### src/rtl/regfile_write_ctrl.sv
// Register-file write-port arbiter: WB stage vs. long-latency results, with a post-reset clearing sweep.
// Latency: WB 1 cycle; queued results 2..AGE_MAX+2 cycles; sweep occupies 31 cycles after reset.
// Backpressure: lu_ready low when the queue is full or sweeping; stall_req holds WB when the queue head is too old.
`timescale 1ns/1ps
module regfile_write_ctrl #(
  parameter int DATA_W  = 32,
  parameter int ADDR_W  = 5,
  parameter int QDEPTH  = 2,
  parameter int AGE_MAX = 4
) (
  input  logic              clk,
  input  logic              rst_n,
  input  logic              wb_valid,
  input  logic [ADDR_W-1:0] wb_reg,
  input  logic [DATA_W-1:0] wb_data,
  input  logic              lu_valid,
  input  logic [ADDR_W-1:0] lu_reg,
  input  logic [DATA_W-1:0] lu_data,
  output logic              lu_ready,
  input  logic [ADDR_W-1:0] rd_reg_1,
  input  logic [ADDR_W-1:0] rd_reg_2,
  output logic              hazard,
  output logic              stall_req,
  output logic              init_busy,
  output logic              rf_we,
  output logic [ADDR_W-1:0] rf_waddr,
  output logic [DATA_W-1:0] rf_wdata
);

  localparam int PW = (QDEPTH > 1) ? $clog2(QDEPTH) : 1;
  localparam int CW = $clog2(QDEPTH + 1);
  localparam int AW = $clog2(AGE_MAX + 1);

  typedef enum logic {ST_INIT, ST_RUN} state_e;

  state_e            state_q, state_d;
  logic [ADDR_W-1:0] ptr_q, ptr_d;
  logic [ADDR_W-1:0] q_reg_q [QDEPTH];
  logic [DATA_W-1:0] q_dat_q [QDEPTH];
  logic [QDEPTH-1:0] q_vld_q;
  logic [PW-1:0]     rd_ptr_q, wr_ptr_q;
  logic [CW-1:0]     count_q, count_d;
  logic [AW-1:0]     age_q, age_d;
  logic              rf_we_q, rf_we_d;
  logic [ADDR_W-1:0] rf_waddr_q, rf_waddr_d;
  logic [DATA_W-1:0] rf_wdata_q, rf_wdata_d;

  logic q_empty;
  logic wb_take;
  logic enq;
  logic pop;
  logic hazard_c;

  assign q_empty   = (count_q == '0);
  assign wb_take   = wb_valid && (wb_reg != '0);
  assign lu_ready  = (state_q == ST_RUN) && (count_q < CW'(QDEPTH));
  assign stall_req = (state_q == ST_RUN) && !q_empty && (age_q >= AW'(AGE_MAX));
  // Writes to r0 complete the handshake but never occupy a slot.
  assign enq       = lu_valid && lu_ready && (lu_reg != '0);
  assign init_busy = (state_q == ST_INIT);
  assign hazard    = hazard_c;
  assign rf_we     = rf_we_q;
  assign rf_waddr  = rf_waddr_q;
  assign rf_wdata  = rf_wdata_q;

  // Sweep sequencing and write-port issue priority: aged queue head, then WB, then queue head.
  always_comb begin
    state_d    = state_q;
    ptr_d      = ptr_q;
    rf_we_d    = 1'b0;
    rf_waddr_d = '0;
    rf_wdata_d = '0;
    pop        = 1'b0;
    case (state_q)
      ST_INIT: begin
        rf_we_d    = 1'b1;
        rf_waddr_d = ptr_q;
        ptr_d      = ptr_q + ADDR_W'(1);
        if (ptr_q == '1) state_d = ST_RUN;
      end
      ST_RUN: begin
        if (stall_req) begin
          pop = 1'b1;
        end else if (wb_take) begin
          rf_we_d    = 1'b1;
          rf_waddr_d = wb_reg;
          rf_wdata_d = wb_data;
        end else if (!q_empty) begin
          pop = 1'b1;
        end
        if (pop) begin
          rf_we_d    = 1'b1;
          rf_waddr_d = q_reg_q[rd_ptr_q];
          rf_wdata_d = q_dat_q[rd_ptr_q];
        end
      end
      default: state_d = ST_INIT;
    endcase
  end

  // Occupancy and head-age bookkeeping; age restarts whenever the head changes or the queue is empty.
  always_comb begin
    count_d = count_q;
    if (enq && !pop)      count_d = count_q + CW'(1);
    else if (!enq && pop) count_d = count_q - CW'(1);
    age_d = age_q;
    if (pop || q_empty)             age_d = '0;
    else if (age_q < AW'(AGE_MAX))  age_d = age_q + AW'(1);
  end

  // Decode hazard: any live queue entry targeting a nonzero source register.
  always_comb begin
    hazard_c = 1'b0;
    for (int i = 0; i < QDEPTH; i++) begin
      if (q_vld_q[i] &&
          (((q_reg_q[i] == rd_reg_1) && (rd_reg_1 != '0)) ||
           ((q_reg_q[i] == rd_reg_2) && (rd_reg_2 != '0)))) begin
        hazard_c = 1'b1;
      end
    end
  end

  // Control state, registered write port and circular pending queue.
  always_ff @(posedge clk or negedge rst_n) begin
    if (!rst_n) begin
      state_q    <= ST_INIT;
      ptr_q      <= ADDR_W'(1);
      count_q    <= '0;
      age_q      <= '0;
      rd_ptr_q   <= '0;
      wr_ptr_q   <= '0;
      q_vld_q    <= '0;
      rf_we_q    <= 1'b0;
      rf_waddr_q <= '0;
      rf_wdata_q <= '0;
      for (int i = 0; i < QDEPTH; i++) begin
        q_reg_q[i] <= '0;
        q_dat_q[i] <= '0;
      end
    end else begin
      state_q    <= state_d;
      ptr_q      <= ptr_d;
      count_q    <= count_d;
      age_q      <= age_d;
      rf_we_q    <= rf_we_d;
      rf_waddr_q <= rf_waddr_d;
      rf_wdata_q <= rf_wdata_d;
      if (pop) begin
        q_vld_q[rd_ptr_q] <= 1'b0;
        rd_ptr_q          <= rd_ptr_q + PW'(1);
      end
      if (enq) begin
        q_vld_q[wr_ptr_q] <= 1'b1;
        q_reg_q[wr_ptr_q] <= lu_reg;
        q_dat_q[wr_ptr_q] <= lu_data;
        wr_ptr_q          <= wr_ptr_q + PW'(1);
      end
    end
  end

endmodule

### config.mk
export PLATFORM = sky130hd
export DESIGN_NAME = regfile_write_ctrl
export DESIGN_NICKNAME = d
export VERILOG_FILES = /design/src/rtl/regfile_write_ctrl.sv
export SDC_FILE = /design/constraint.sdc
export NUM_CORES = 1
export LEC_CHECK = 0
export ABC_AREA = 1
export CAP_MARGIN = 25
export CORE_AREA = 5 5 91 135
export CTS_CLUSTER_SIZE = 20
export DETAILED_ROUTE_END_ITERATION = 16
export DIE_AREA = 0 0 96 140
export MAX_ROUTING_LAYER = met4
export PLACE_DENSITY = 0.89
export SETUP_SLACK_MARGIN = 0.15
export SLEW_MARGIN = 0
export SYNTH_ARGS = -nofsm -noshare
export SYNTH_HDL_FRONTEND = slang
export SYNTH_SLANG_ARGS = --single-unit
export TNS_END_PERCENT = 100
### constraint.sdc
create_clock -name clk -period 4.18 [get_ports clk]
set_input_delay 0.418 -clock clk [delete_from_list [all_inputs] [get_ports clk]]
set_output_delay 0.418 -clock clk [all_outputs]
set_load 0.01 [all_outputs]
Figure 1. Floorplan with the power grid (run 1).
Pins as bars on the die edge.
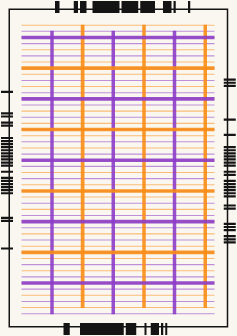
color	net
orange	VDD
purple	VSS
met5 straps	9
rows	47
met1 rails	48
signal pins	130
Die Span X: 96 µm
core area: 10940 µm²

Figure 2. Placement by cell class (run 1).
Bar = 20 µm.
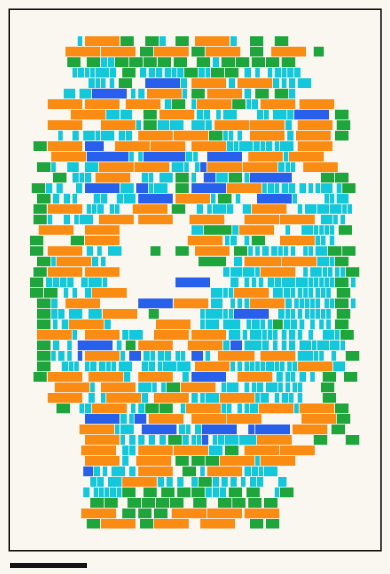
color	class	cells	share of their area
blue	clock drivers and dummy loads	32	8.1%
orange	flops	127	43%
green	other buffers and delay cells	135	18%
cyan	combinational and other logic	455	31%
Post-Layout Inst Area: 7670 µm²
Util after Layout: 70.12%
placement row count: 47
sequential share of cell area: 41.47%

Figure 3. Routed clock nets over the placement (run 1).
Bar = 20 µm.
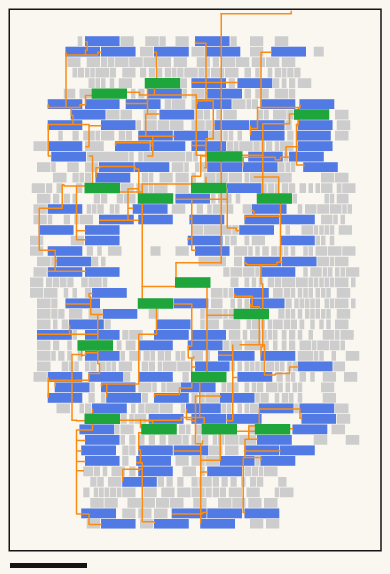
[orange] clock wires | length: 1470 µm
[blue] flip-flops | count: 127
[green] clock drivers | count: 17
routed clock nets	18
Power Clock: 1.49 mW
Latency at later pin: 410 ps
clock power share: 28.0%

==> flow_summary.ini, run 1 <==
; generated from flow reports
[drt]
route.detailed.drc = 0
drtAntennaViolNets = 0
first_iter_violations = 316
wl_um = 14940
wl_per_cell_um = 16.66
wl_met1_um = 5376
wl_met3_um = 815
vias = 4801
met2WireLength_um = 8266
first_pass_iters = 6

[final_timing]
final.setup.tns_ps = 0
fmax_mhz = 337.3
max_slew_margin_pct = 39.79
rsz0062_at_grt = false
hold_viol_final = 0
period_minus_slack_ps = 2965
final-setup-viol-count = 0
clock_skew_ps = 9.556

[global_routing]
grt_max_degree = 77
grt_pass1_vias = 4953
overflow = 0
antenna_found_initial = 1
grt_pass1_wl_um = 24150
grt_usage_pct = 24.18

[synth]
syn_nets = 708
flop_cell = dfrtp_1
yosysTopAreaCell = dfrtp_1
edf_count = 0
synth-area-yosys_um2 = 5748
avgSynthCellArea_um2 = 9.331
ys_cells = 616
synth.top_cells.by_count = 149 x nand2_1, 126 x dfrtp_1, 63 x o21ai_0, 56 x inv_1
syn-cell-area_um2 = 5748
asyncSetResetFlopFracSynth_pct = 100.0
syn_inst = 616
netlist.area_leader.share_pct = 54.85
ys_warn_count = 0
yosysMostFrequentCell = nand2_1

[place]
port-buffer-count = 129
gp_congestion = 0.8625

[clocking]
clock_path_buffers = 2
post-cts-setup-buffer-count = 0
cts_resized = 0
clkTransAtPathRegs_ps = 60
root_buffer = clkbuf_16
cts_tree = yes

[floorplan]
n_tap_cell = 147
fp_util_pct = 52.55
die_area_um2 = 13440
ios = 130

[critical_path]
endpoint = lu_ready
worstSetupEndpointType = primary output
reg2reg_from = state_q
worstPathMaxFanout = 26
cp_slowest_cell = dfrtp_1
cpPeakStageDelay_ps = 930
r2r-end = count_q[1]
reg2reg_depth = 7
worstPathRequired_ps = 3760
startpoint = state_q
arrival_ps = 2550
cp-start-kind = flop
ff2ff_setup_slack_ps = 1660

[cells_and_area]
layout_top_cell = nand2_1
largest_class = sequential cells
seqCellArea_um2 = 3181
comb-cell-share_pct = 27.67
layout.nonclk_buf_share_pct = 17.72
seq_cells = 127
signal_buffers = 135
drive_gt1_share_pct = 7.744
logic_area_um2 = 2122
most-common-layout-cells = 148 x nand2_1, 128 x clkdlybuf4s50_1, 125 x dfrtp_1, 63 x o21ai_0, 56 x inv_1
nNetsFinal = 828
diodes = 1
clk_share_pct = 7.928
area_growth_pct = 33.43
logic_gates = 398

[pwr]
power_density_nw_per_um2 = 694.1
ir_worst_vdd_mv = 0.3501

[run_status]
status = finished, final reports clean

[hold_path]
min_path_type = input pin to asynchronous set/reset pin

[job]
warnings = 26
-- run 1: worst reg2reg max path, cell delays in order (launching register included) --
cell	delay (ps)
dfrtp_1	930
inv_1	410
nor2_1	180
nand2_1	90
ha_1	330
a21oi_1	160
o21ai_0	130
xor2_1	160
-- run 1: sequential cells by signal, summed over array words and instances, names as in the netlist --
| register | count |
|---|---|
| count_q | 2 |
| q_reg_q | 10 |
| rf_wdata | 32 |
| q_dat_q | 64 |
| age_q | 3 |
| rd_ptr_q | 1 |
| ptr_q | 5 |
| q_vld_q | 2 |
| rf_we | 1 |
| wr_ptr_q | 1 |
| state_q | 1 |
| rf_waddr | 5 |
-- run 1: metal layers --
layer	vias up	global-route usage [%]
met2	169	41.24
met3	43	6.974
li1	2232	-
met4	0	11.32
met1	2357	25.01
met5	-	-
-- run 1: through the flow --
stage | setup WS [ps] | std cells | cell area, µm² | hold slack (ps) | util (%)
global route | 1118 | 897 | 7670 | 164.2 | 70.12
global placement | 1688 | 862 | 7019 | 461.4 | 64.17
finish | 1215 | 897 | 7670 | 94.16 | 70.12
CTS | 1278 | 896 | 7667 | 125.6 | 70.10
detailed placement | 1681 | 864 | 7059 | 469.6 | 64.54
floorplan | 2233 | 616 | 5748 | 122.4 | -
-- run 1: power by group --
| group | total (mW) | internal (mW) | switching [mW] |
|---|---|---|---|
| clock | 1.49 | 0.954 | 0.534 |
| sequential | 2.10 | 1.74 | 0.366 |
| combinational | 1.73 | 0.830 | 0.905 |
| total | 5.32 | 3.52 | 1.80 |
-- run 1: logic make-up after synthesis --
kind of cell / after synthesis / synth area share [%]
xor+xnor: 22 / 3.352
flops: 127 / 55.31
buf+inv: 91 / 7.814
compound gates: 116 / 10.80
mux: 34 / 5.921
simple gates: 222 / 15.93
fa+ha+maj: 4 / 0.8707
==> inputs of run 2 (changes only) <==
Settings changed: CORE_AREA 5 5 91 135 to 5 5 94 140, DIE_AREA 0 0 96 140 to 0 0 99 145, PLACE_DENSITY 0.89 to 0.84.
Clock period 4.18 ns to 2.87 ns, I/O delays scaled along.
==> run 2 against run 1 <==
Clock-buffer cell count down 1. Power up 49%. Clock skew down 4.0 ps. Hold slack better by 270 ps. Non-clock buffer count up 4. Cell count up 1.0%. Global-route usage down 2.1 points. Die size up 6.8%. Critical endpoint unchanged. Highest routed layer unchanged.
==> flow_summary.ini, run 2 <==
; generated from flow reports
[synth]
syn_nets = 708
synth-area-yosys_um2 = 5748
synth.top_cells.by_count = 149 x nand2_1, 126 x dfrtp_1, 63 x o21ai_0, 56 x inv_1
ys.flops = 127
asyncSetResetFlopFracSynth_pct = 100.0
syn-cell-area_um2 = 5748
yosysTopAreaCell = dfrtp_1
edf_count = 0
area_leaders = dfrtp_1 55%, nand2_1 9.7%, mux2i_1 5.9%, o21ai_0 5.5%, inv_1 3.7%
yosysMostFrequentCell = nand2_1
ys_cells = 616
avgSynthCellArea_um2 = 9.331
netlist.area_leader.share_pct = 54.85
syn_inst = 616
flop_cell = dfrtp_1
ys_warn_count = 0
ys_seq_share_pct = 55.31
synth_cell_types = 29

[floorplan]
die_x_um = 99
fp.dieH_um = 145
ios = 130
fp.coreArea_um2 = 11830
rows = 49
fp_util_pct = 48.58
die_area_um2 = 14360

[pwr]
power.net_switching_mw = 2.601
seq-power_mw = 3.05
top_power_group = registers
p_sw_share_pct = 32.89
p_int_mw = 5.307
p_comb_mw = 2.51
leakage_nw = 3.749
pwr-share-seq_pct = 38.6
clockPowerShare_pct = 29.7
combPwrFrac_pct = 31.7
power_density_nw_per_um2 = 1018
ir_worst_vdd_mv = 0.5808

[cells_and_area]
nNetsFinal = 832
most-common-layout-cells = 148 x nand2_1, 128 x clkdlybuf4s50_1, 125 x dfrtp_1, 63 x o21ai_0, 56 x inv_1
top_register = q_dat_q
largest_reg_flops = 64
diodes = 0
area_growth_pct = 35.09
fin_area_um2 = 7765
drive_gt1_share_pct = 8.234
layout_top_cell = nand2_1

[critical_path]
arrival_ps = 2210
worstPathRequired_ps = 2580
cp-start-kind = flop
worstPathMaxFanout = 15
startpoint = state_q
worstSetupEndpointType = primary output
ff2ff_setup_slack_ps = 700
path_cells = inv_1 -> nor2_1 -> clkdlybuf4s50_1
r2r-end = count_q[1]
cp_slowest_cell = dfrtp_1
crit_type = flop to primary output
endpoint = lu_ready
worst-path-buf-inv = 2
cpPeakStageDelay_ps = 720
path_delay_family = buffers and inverters
reg2reg_from = state_q
worstSetupPathDepth = 3
reg2reg_depth = 7

[place]
port-buffer-count = 129
gp_congestion = 0.9293
dpl_cell_area_um2 = 7102
hpwl_um = 10120

[global_routing]
overflow = 0
antenna_found_initial = 0
grt_pass1_vias = 5068
grt_max_degree = 68
grt_pass1_wl_um = 24520
grt_usage_pct = 22.05

[hold_path]
min_path_type = input pin to asynchronous set/reset pin

[drt]
vias = 4684
first_pass_iters = 4
viasPerCell = 5.170
drtAntennaViolNets = 0
first_iter_violations = 282
wl_per_cell_um = 16.13
wl_um = 14620
route.detailed.drc = 0

[final_timing]
max_slew_margin_pct = 55.07
slew_viol_final = 0
finalCritPeriodShare_pct = 86.89
hold_viol_final = 0
final.setup.tns_ps = 0
period_minus_slack_ps = 2494
final-setup-viol-count = 0
clock_skew_ps = 5.571
fmax_mhz = 401.0
rsz0062_at_grt = false
tightest_slew_ps = 673.0

[clocking]
clkTransAtPathRegs_ps = 60
clk_latency_ps = 410
clock_path_buffers = 2
cts_resized = 0
cts_tree = yes
root_buffer = clkbuf_16
post-cts-setup-buffer-count = 0
htree_levels = 4

[run_status]
status = finished, final reports clean

[job]
warnings = 26
maxCapViolCount = 0
==> run 2: metal layers <==
metal	GRT usage, %	up-vias	routed length [µm]
met5	-	-	0
met4	12.24	0	744
met3	5.187	51	659
met2	36.17	151	7777
met1	24.41	2247	5433
li1	-	2235	-
==> run 2: layout make-up <==
cell class / instances / area, µm²
Fill cell: 874 / 4068
Sequential cell: 127 / 3181
Multi-Input combinational cell: 398 / 2122
Timing Repair Buffer: 139 / 1404
Clock buffer: 18 / 439.2
Clock inverter: 14 / 214.0
Inverter: 57 / 214.0
Tap cell: 153 / 191.4
==> run 2: kinds of logic (layout without fill, tap and decap cells) <==
logic type	after synthesis	after routing	share of synthesized area, %
simple gates	222	222	15.93
flops	127	127	55.31
compound gates	116	116	10.80
buf+inv	91	228	7.814
mux	34	34	5.921
xor+xnor	22	22	3.352
fa+ha+maj	4	4	0.8707
==> run 2: worst min-delay path by stage <==
| stage | start | endpoint | slack [ps] | depth (start not counted) |
|---|---|---|---|---|
| floorplan | rst_n | age_q[0] | -9 | 0 |
| global placement | rst_n | q_dat_q[39] | 240 | 1 |
| detailed placement | rst_n | q_dat_q[39] | 260 | 1 |
| CTS | rst_n | q_dat_q[7] | 370 | 2 |
| global route | rst_n | q_dat_q[7] | 410 | 2 |
| finish | rst_n | q_dat_q[7] | 360 | 2 |
==> run 2: per-stage QoR <==
step	hold WS, ps	worst slack (ps)	instances	total power [mW]	util, %
CTS	365.9	360.4	906	7.968	65.62
global placement	244.9	731.0	873	5.403	60.02
finish	361.2	376.4	906	7.908	65.62
floorplan	-8.591	923.5	616	4.549	-
global route	411.0	233.7	906	8.399	65.62
detailed placement	257.3	661.0	873	5.574	60.02
==> run 2: what timing repair did <==
item                                    CTS  global route
hold endpoints to repair                 30             0
endpoints found under the setup margin    0             0
hold buffers                              1             0
Figure 4. The clock network (run 2).
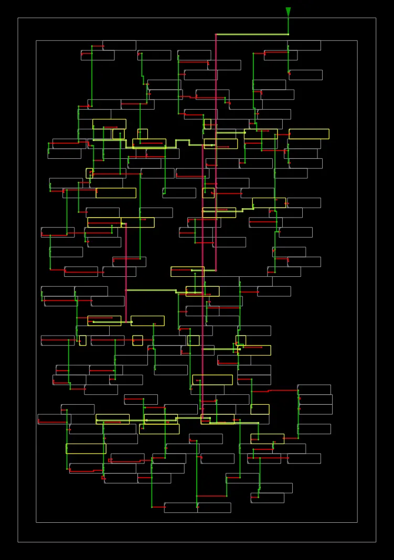
CTS Buf Count: 17
CLK BUF: 18
Power Clock: 2.35 mW
clk sinks: 127
FFs & Latches: 127

==> inputs of run 3 (changes only) <==
Settings changed: CELL_PAD_IN_SITES_DETAIL_PLACEMENT set to 1, CELL_PAD_IN_SITES_GLOBAL_PLACEMENT set to 1, CORE_AREA 5 5 94 140 to 5 5 96 143, DIE_AREA 0 0 99 145 to 0 0 101 148, DONT_BUFFER_PORTS set to 1.
Clock period 2.87 ns to 2.7 ns, I/O delays scaled along.
==> run 3 against run 2 <==
The flow now finishes with violations (hold timing). Clock power decreased by about 10%. First-iteration DRC count decreased by 42%. Largest power group unchanged. Power fell by 5.6%. Sequential cell count is the same. Hold slack worse by 800 ps. Global-route usage decreased by 1.5 points. Non-clock buffer count is 130 lower. Sequential share of layout area is 9.0 points higher. Critical path depth up 5. Clock-buffer cell count up 8. Cell count fell by 14%. Highest routed layer unchanged.
==> flow_summary.ini, run 3 <==
; generated from flow reports
[pwr]
p_total_mw = 7.463
power_density_nw_per_um2 = 1172
leakage_nw = 3.202
ir_worst_vdd_mv = 0.5429

[floorplan]
fp.coreArea_um2 = 12320
fp_util_pct = 46.64
die_x_um = 101
rows = 50
ios = 130

[place]
port-buffer-count = 0
gp_congestion = 0.8520
hpwl_um = 10030
dpl_worst_slack_ps = 727.6

[clocking]
htree_levels = 4
clkTransAtPathRegs_ps = 50
cts-hold-fix-buffers = 1
root_buffer = clkbuf_16
cts_resized = 0
clk_latency_ps = 410
post-cts-setup-buffer-count = 0
clock_path_buffers = 2
cts_tree = yes
cts_num_sinks = 127
cts_buffers = 17

[final_timing]
hold_slack_ps = -441.0
final.setup.tns_ps = 0
hold_viol_final = 127
final-setup-viol-count = 0
setup_ws_ps = 695.1
period_minus_slack_ps = 2005
max_slew_margin_pct = 52.35
slew_viol_final = 0
finalCritPeriodShare_pct = 74.26
clock_skew_ps = 11.79

[synth]
flop_cell = dfrtp_1
yosysTopAreaCell = dfrtp_1
ys.flops = 127
avgSynthCellArea_um2 = 9.331
area_leaders = dfrtp_1 55%, nand2_1 9.7%, mux2i_1 5.9%, o21ai_0 5.5%, inv_1 3.7%
syn_nets = 708
netlist.area_leader.share_pct = 54.85
yosysMostFrequentCell = nand2_1
syn-cell-area_um2 = 5748
syn_inst = 616
synth_cell_types = 29
asyncSetResetFlopFracSynth_pct = 100.0
synth-area-yosys_um2 = 5748
ys_seq_share_pct = 55.31
synth.top_cells.by_count = 149 x nand2_1, 126 x dfrtp_1, 63 x o21ai_0, 56 x inv_1
ys_warn_count = 0
ys_cells = 616

[drt]
drtAntennaViolNets = 0
first_pass_iters = 4
viasPerCell = 5.323
route.detailed.drc = 0
vias = 4147
wl_per_cell_um = 18.42

[cells_and_area]
nNetsFinal = 702
drive_gt1_share_pct = 8.668
diodes = 0
area_growth_pct = 10.75
layout.cells.non_filler = 779
most-common-layout-cells = 148 x nand2_1, 125 x dfrtp_1, 63 x o21ai_0, 56 x inv_1
top_register = q_dat_q

[critical_path]
arrival_ps = 2270
worstSetupPathDepth = 8
worst-path-buf-inv = 2
cp-start-kind = flop
path_delay_family = buffers and inverters
cp_slowest_cell = dfrtp_1
ff2ff_setup_slack_ps = 700
worstPathRequired_ps = 2970
crit_type = flop to flop
worstPathMaxFanout = 16
path_cells = buf_4 -> inv_1 -> nor2_1 -> nand2_1 -> ha_1 -> a21oi_1 -> o21ai_0 -> xor2_1
worstSetupEndpointType = flop

[job]
warnings = 30
maxCapViolCount = 0

[run_status]
status = finished with violations
violations = hold timing

[global_routing]
antenna_found_initial = 0
grt_max_degree = 128
grt_pass1_vias = 4641

[hold_path]
min_path_type = input pin to asynchronous set/reset pin
run 3: report_power, final:
| part | internal [mW] | leakage (nW) | total [mW] | switching (mW) |
|---|---|---|---|---|
| Combinational | 0.833 | 1.35 | 1.98 | 1.15 |
| Sequential | 2.69 | 1.58 | 3.37 | 0.677 |
| Clock | 1.33 | 0.268 | 2.11 | 0.779 |
| Total | 4.86 | 3.20 | 7.46 | 2.60 |
run 3: final timing paths:
path / start / end
setup / recovery: state_q / count_q[1]
hold / removal: rst_n / rf_wdata[8]
setup reg to reg: state_q / count_q[1]
hold reg to reg: q_dat_q[63] / q_dat_q[63]
max in group asynchronous: rst_n / ptr_q[0]
min in group clk: lu_data[13] / q_dat_q[45]
run 3: area by class of cell:
cell class	instances	area, µm²
fillers	1406	5958
flip-flops and latches	127	3181
multi-input cells	398	2122
clock buffers	26	489.2
inverters	57	214.0
well taps	156	195.2
repair buffers	9	107.6
clock inverters	6	57.56
run 3: metrics by stage:
step,hold WS (ps),util (%),area (µm²)
final,-441.0,51.65,6366
after global routing,-461.1,51.65,6366
after floorplan,-25.59,-,5748
after global placement,-22.58,47.14,5809
after detailed placement,-22.39,47.14,5809
after CTS,-458.9,51.65,6366
run 3: routing by layer:
layer  share of wire, %  global-route usage [%]  vias up
li1                   -                       -     1969
met1                 38                   22.50     2064
met2                 56                   36.18       93
met3                3.9                   4.344       21
met4                2.3                   7.851        0
met5                  0                       -        -
run 3: cells by family after synthesis:
logic type | after synthesis | synth area share, %
flops | 127 | 55.31
fa+ha+maj | 4 | 0.8707
xor+xnor | 22 | 3.352
buf+inv | 91 | 7.814
simple gates | 222 | 15.93
compound gates | 116 | 10.80
mux | 34 | 5.921
Figure 5. Placement by cell class (run 3).
Bar = 20 µm.
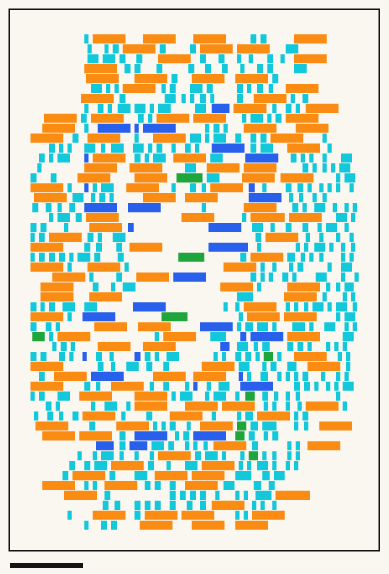
color	class	cells	share of their area
cyan	combinational and other logic	455	38%
orange	flops	127	52%
blue	clock drivers and dummy loads	32	8.9%
green	other buffers and delay cells	9	1.7%
Post-Layout Inst Area: 6366 µm²
sequential share of cell area: 49.96%


==> gallery <==
Metal layers overlaid.
Two of the layers only.
picture 1
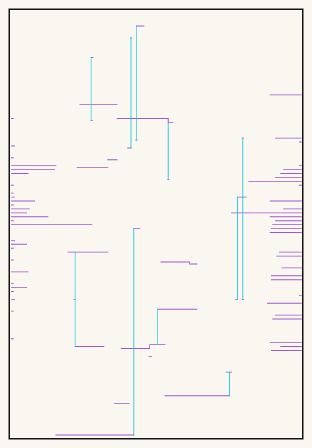
picture 2
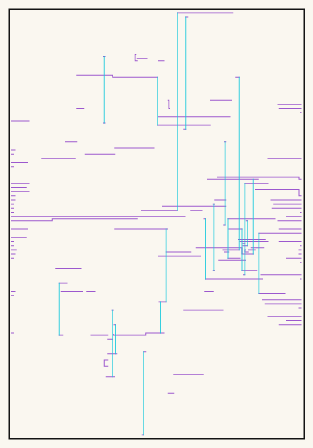
picture 3
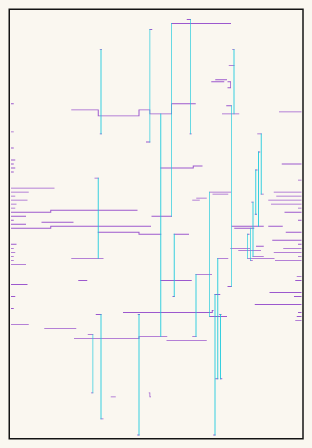
Picture 3 is run 2.
Picture 1 is run 3.
Picture 2 is run 1.

No activity file was given, so power comes from the tool's default toggle rates.
